==> images/final_congestion.png <==
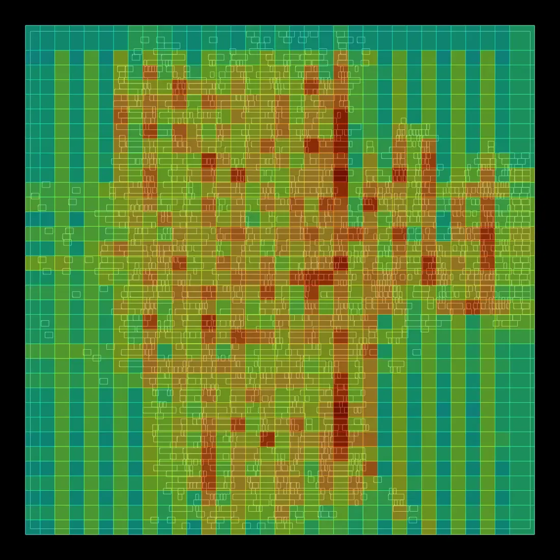
==> images/registers.png <==
Drawn at 1 px/micron. Other sequential cells in the stronger gray, the rest of the logic in the fainter gray.
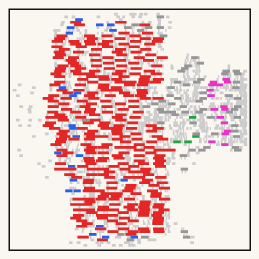
$ cat config.mk
export PLATFORM = sky130hd
export DESIGN_NAME = sdram_cmd_queue
export DESIGN_NICKNAME = d
export VERILOG_FILES = /design/src/rtl/sdram_cmd_queue.sv
export SDC_FILE = /design/constraint.sdc
export NUM_CORES = 1
export LEC_CHECK = 0
export ABC_AREA = 1
export CAP_MARGIN = 10
export CORE_MARGIN = 2
export CORE_UTILIZATION = 30
export CTS_BUF_LIST = sky130_fd_sc_hd__clkbuf_4
export DETAILED_ROUTE_END_ITERATION = 10
export SLEW_MARGIN = 20
export SYNTH_ARGS = -nofsm -noshare
export SYNTH_HDL_FRONTEND = slang
export SYNTH_SLANG_ARGS = --single-unit
$ cat constraint.sdc
create_clock -name clk -period 4.3 [get_ports clk]
set_clock_uncertainty 0.2 [all_clocks]
set_input_delay 0.43 -clock clk [delete_from_list [all_inputs] [get_ports clk]]
set_output_delay 0.43 -clock clk [all_outputs]
set_load 0.005 [all_outputs]
$ cat src/rtl/sdram_cmd_queue.sv
// Host command FIFO and one-at-a-time sequencer in front of the single-access SDRAM controller.
// Each popped command is driven as a level request until done/timeout, then answered with one response pulse.
module sdram_cmd_queue #(
    parameter int DEPTH   = 8,
    parameter int AW      = 23,
    parameter int DW      = 16,
    parameter int TIMEOUT = 255
) (
    input  logic                     clk,
    input  logic                     rst,
    input  logic                     cmd_valid,
    output logic                     cmd_ready,
    input  logic                     cmd_we,
    input  logic [AW-1:0]            cmd_addr,
    input  logic [DW-1:0]            cmd_wdata,
    output logic                     rsp_valid,
    output logic                     rsp_we,
    output logic [DW-1:0]            rsp_rdata,
    output logic                     rsp_err,
    output logic [$clog2(DEPTH):0]   q_count,
    output logic [AW-1:0]            ctl_addrin,
    output logic                     ctl_wrreq,
    output logic                     ctl_rereq,
    output logic [DW-1:0]            ctl_datain,
    input  logic [DW-1:0]            ctl_dataout,
    input  logic                     ctl_done,
    input  logic                     ctl_busy
);

    localparam int PW = $clog2(DEPTH);
    localparam int CW = PW + 1;
    localparam int EW = 1 + AW + DW;
    localparam logic [CW-1:0] FULL_COUNT  = CW'(DEPTH);
    localparam logic [15:0]   TIMEOUT_VAL = 16'(TIMEOUT);

    typedef enum logic [1:0] {
        IDLE      = 2'd0,
        ISSUE     = 2'd1,
        WAIT_DONE = 2'd2,
        RELEASE   = 2'd3
    } state_t;

    state_t          state_r;
    state_t          state_next_s;

    logic [EW-1:0]   fifo_mem_r [DEPTH];
    logic [EW-1:0]   head_s;
    logic [PW-1:0]   wr_ptr_r;
    logic [PW-1:0]   rd_ptr_r;
    logic [CW-1:0]   count_r;

    logic [15:0]     timer_r;
    logic            done_prev_r;
    logic            hold_we_r;
    logic [DW-1:0]   cap_rdata_r;
    logic            cap_err_r;

    logic            push_s;
    logic            pop_s;
    logic            capture_s;
    logic            abort_s;
    logic            respond_s;
    logic            timeout_s;
    logic            done_rise_s;

    assign cmd_ready   = ~rst & (count_r != FULL_COUNT);
    assign push_s      = cmd_valid & cmd_ready;
    assign head_s      = fifo_mem_r[rd_ptr_r];
    assign timeout_s   = (timer_r == TIMEOUT_VAL);
    assign done_rise_s = ctl_done & ~done_prev_r;
    assign q_count     = count_r;

    // FIFO storage; contents need no reset because occupancy gates every read
    always_ff @(posedge clk) begin
        if (push_s) begin
            fifo_mem_r[wr_ptr_r] <= {cmd_we, cmd_addr, cmd_wdata};
        end
    end

    // FSM state register
    always_ff @(posedge clk) begin
        if (rst) begin
            state_r <= IDLE;
        end else begin
            state_r <= state_next_s;
        end
    end

    // Next-state and per-cycle action strobes
    always_comb begin
        state_next_s = state_r;
        pop_s        = 1'b0;
        capture_s    = 1'b0;
        abort_s      = 1'b0;
        respond_s    = 1'b0;
        case (state_r)
            IDLE: begin
                // busy must be low so the controller cannot latch a stale request
                if ((count_r != {CW{1'b0}}) && !ctl_busy) begin
                    pop_s        = 1'b1;
                    state_next_s = ISSUE;
                end else begin
                    state_next_s = IDLE;
                end
            end
            ISSUE: begin
                if (timeout_s) begin
                    abort_s      = 1'b1;
                    state_next_s = RELEASE;
                end else if (ctl_busy) begin
                    state_next_s = WAIT_DONE;
                end else begin
                    state_next_s = ISSUE;
                end
            end
            WAIT_DONE: begin
                if (done_rise_s) begin
                    capture_s    = 1'b1;
                    state_next_s = RELEASE;
                end else if (timeout_s) begin
                    abort_s      = 1'b1;
                    state_next_s = RELEASE;
                end else begin
                    state_next_s = WAIT_DONE;
                end
            end
            RELEASE: begin
                if (!ctl_busy) begin
                    respond_s    = 1'b1;
                    state_next_s = IDLE;
                end else begin
                    state_next_s = RELEASE;
                end
            end
            default: begin
                state_next_s = IDLE;
            end
        endcase
    end

    // Pointers, occupancy, timer, controller request and response registers
    always_ff @(posedge clk) begin
        if (rst) begin
            wr_ptr_r    <= {PW{1'b0}};
            rd_ptr_r    <= {PW{1'b0}};
            count_r     <= {CW{1'b0}};
            timer_r     <= 16'd0;
            done_prev_r <= 1'b0;
            hold_we_r   <= 1'b0;
            cap_rdata_r <= {DW{1'b0}};
            cap_err_r   <= 1'b0;
            ctl_addrin  <= {AW{1'b0}};
            ctl_datain  <= {DW{1'b0}};
            ctl_wrreq   <= 1'b0;
            ctl_rereq   <= 1'b0;
            rsp_valid   <= 1'b0;
            rsp_we      <= 1'b0;
            rsp_rdata   <= {DW{1'b0}};
            rsp_err     <= 1'b0;
        end else begin
            done_prev_r <= ctl_done;

            if (push_s) begin
                wr_ptr_r <= wr_ptr_r + PW'(1);
            end
            if (pop_s) begin
                rd_ptr_r <= rd_ptr_r + PW'(1);
            end
            case ({push_s, pop_s})
                2'b10:   count_r <= count_r + CW'(1);
                2'b01:   count_r <= count_r - CW'(1);
                default: count_r <= count_r;
            endcase

            // timer spans both ISSUE and WAIT_DONE so a controller that never goes busy also aborts
            if (pop_s) begin
                timer_r <= 16'd0;
            end else if ((state_r == ISSUE) || (state_r == WAIT_DONE)) begin
                timer_r <= timer_r + 16'd1;
            end

            if (pop_s) begin
                hold_we_r  <= head_s[EW-1];
                ctl_addrin <= head_s[AW+DW-1:DW];
                ctl_datain <= head_s[DW-1:0];
                ctl_wrreq  <= head_s[EW-1];
                ctl_rereq  <= ~head_s[EW-1];
            end else if (capture_s || abort_s) begin
                ctl_wrreq  <= 1'b0;
                ctl_rereq  <= 1'b0;
            end

            if (capture_s) begin
                cap_rdata_r <= hold_we_r ? {DW{1'b0}} : ctl_dataout;
                cap_err_r   <= 1'b0;
            end else if (abort_s) begin
                cap_rdata_r <= {DW{1'b0}};
                cap_err_r   <= 1'b1;
            end

            rsp_valid <= respond_s;
            if (respond_s) begin
                rsp_we    <= hold_we_r;
                rsp_rdata <= cap_rdata_r;
                rsp_err   <= cap_err_r;
            end
        end
    end

endmodule

==> impl_metrics.csv <==
group,metric,value,unit
place,last_weighted_congestion_value_of_the_routability_driven_placer,0.772,
layout,num_antenna_cells,2,
critical_path,crit-reg2reg-capture,"ctl_datain[3]",
layout,n_all_buffers,165,
cts,worst_skew_pair.late_latency,0.81,ns
final_timing,fmax,353,MHz
cts,cts.sink_count,430,
cts,cts_h_tree_depth,3,
detailed_routing,drtPass1Iterations,5,
yosys,synth_area,0.0166,sq mm
layout,layout-area-overhead-vs-synth,21.6,%
final_timing,timing.final.hold_violations,0,
cts,number_of_hold_buffers_added_after_cts,17,
yosys,ys_warn_count,0,
critical_path,critPathCaptureType,"output port",
power,power_frac_seq,47.9,%
layout,layout.cells.largest_class,"flip-flops and latches",
layout,flip_flop_count_of_the_largest_register_after_layout,320,
die,dieHeight,239,microns
power,pwr-share-comb,18.8,%
layout,layout.cell_area.non_filler,0.0202,sq mm
place,postPlaceCellArea,0.0186,sq mm
die,core,0.0550,sq mm
final_timing,worst_pin_slew,1.01,ns
power,power.combinational.total,1.93,mW
power,power_leakage,6.90,nW
detailed_routing,wl_met1,17800,microns
worst_hold_path,holdPathEnd,"fifo_mem_r[2][8]",
yosys,yosys-stat-area,0.0166,sq mm
cts,post_cts_resize_count,0,
grt,largest_net_degree_at_the_start_of_global_routing,109,
yosys,syn-mean-instance-area,11.9,sq um
layout,inverters,44,
cts,cts_inserted_buffers,107,
grt,first_global_vias,11555,
yosys,synth_cell_types,39,
yosys,netlist_instances,1400,
die,floorplan.die.width,239,microns
detailed_routing,routed-wl-met3,2790,microns
layout,combAreaFraction,21.0,%
grt,grt_pass1_wl,63200,microns
critical_path,critPathLaunchType,"flip-flop",
die,rows,86,
critical_path,worst-r2r-cell-count,6,
power,power_per_cell_area,509,mW/mm^2
critical_path,cp_max_fo,6,
yosys,yosys.stat.seqShare,71.1,%
die,floorplan.io_pins,126,
final_timing,fin_setup_tns,0,ns
yosys,synthesized_netlist_net_count,1471,
detailed_routing,avgViaCountPerCell,4.68,
critical_path,arrival,2.21,ns
grt,antenna_violations_before_repair,4,
yosys,topCombFamilyByArea,"simple AND/OR/NAND/NOR gates",
final_timing,timing.final.setup_violations,0,
detailed_routing,drt-total-wl,40100,microns
layout,layout.buffer.nonclock.area_share,7.95,%
detailed_routing,via_count,11370,
layout,num-clock-buffers,170,
grt,grt_remaining_overflow,0,
layout,max_flop_register,"fifo_mem_r",
detailed_routing,antenna_left,0,
cts,path_clk_slew,0.07,ns
yosys,most_numerous_cell_types_in_the_synthesized_netlist,"edfxtp_1, nor2_1, o21ai_0, nand2_1, dfxtp_1",
layout,mi_logic_area,0.00424,sq mm
yosys,async_reset_ff_share,0,%
power,power-top-group,"sequential cells",
layout,finalNetCount,1661,
job,tool_warnings,36,
cts,tritoncts,"yes",
place,place_worst_setup_slack,1.16,ns
final_timing,setup_slack,1.46,ns
layout,layoutNonFillerInstCount,2432,
layout,layout.sequential_cells,430,
critical_path,endpoint,"cmd_ready",
grt,grt.met2_usage,22.7,%
yosys,aoi_share,10.7,%
worst_hold_path,timing.hold.worst.start,"cmd_wdata[8]",
yosys,synth_dominant_cell_count,"edfxtp_1",
die,fp-utilization,30.2,%
final_timing,fin_hold_ws,0.135,ns
place,dpl.cell_count,2211,
outcome,status,"finished, final reports clean",
critical_path,crit_required,3.67,ns
power,pwr.group.clock,3.43,mW
yosys,synthDominantCellAreaShare,57.8,%
## Picture notes: final_congestion.png
WL/cell: 16.5 microns
most heavily used metal layer in global routing: met2
overall global routing resource usage: 14.1%
M1 GR Usage: 18.1%

## Picture notes: registers.png
Key: red = fifo_mem_r [flops 320]; magenta = cap_rdata_r [flops 16, where east]; green = q_count [flops 4, where east]; blue = ctl_addrin [flops 23]
Another 67 sequential cells are not colored.
final core utilization: 36.7%
Register Area: 0.0118 sq mm
fraction of standard cell area that is sequential: 58.5%
power in sequential cells: 4.93 mW

==> cell usage in the layout, fill, tap and decap left out, types with 22 or more instances in the layout <==
cell             Yosys  final
a21oi_1             34     34
buf_4               10     22
clkbuf_4             0    170
clkdlybuf4s50_1      0    125
clkinv_1             0     24
dfxtp_1            110    107
edfxtp_1           320    320
inv_1               39     37
nand2_1            153    153
nand3_1             64     64
nor2_1             261    257
o211ai_1            39     39
o21ai_0            181    181
o221ai_1            39     39
==> critical path: stages, from the launching register on <==
cell             delay, ns
dfxtp_1               0.48
nor2_2                0.09
a31oi_2               0.20
clkdlybuf4s50_1       0.64
No activity file was given, so power comes from the tool's default toggle rates.
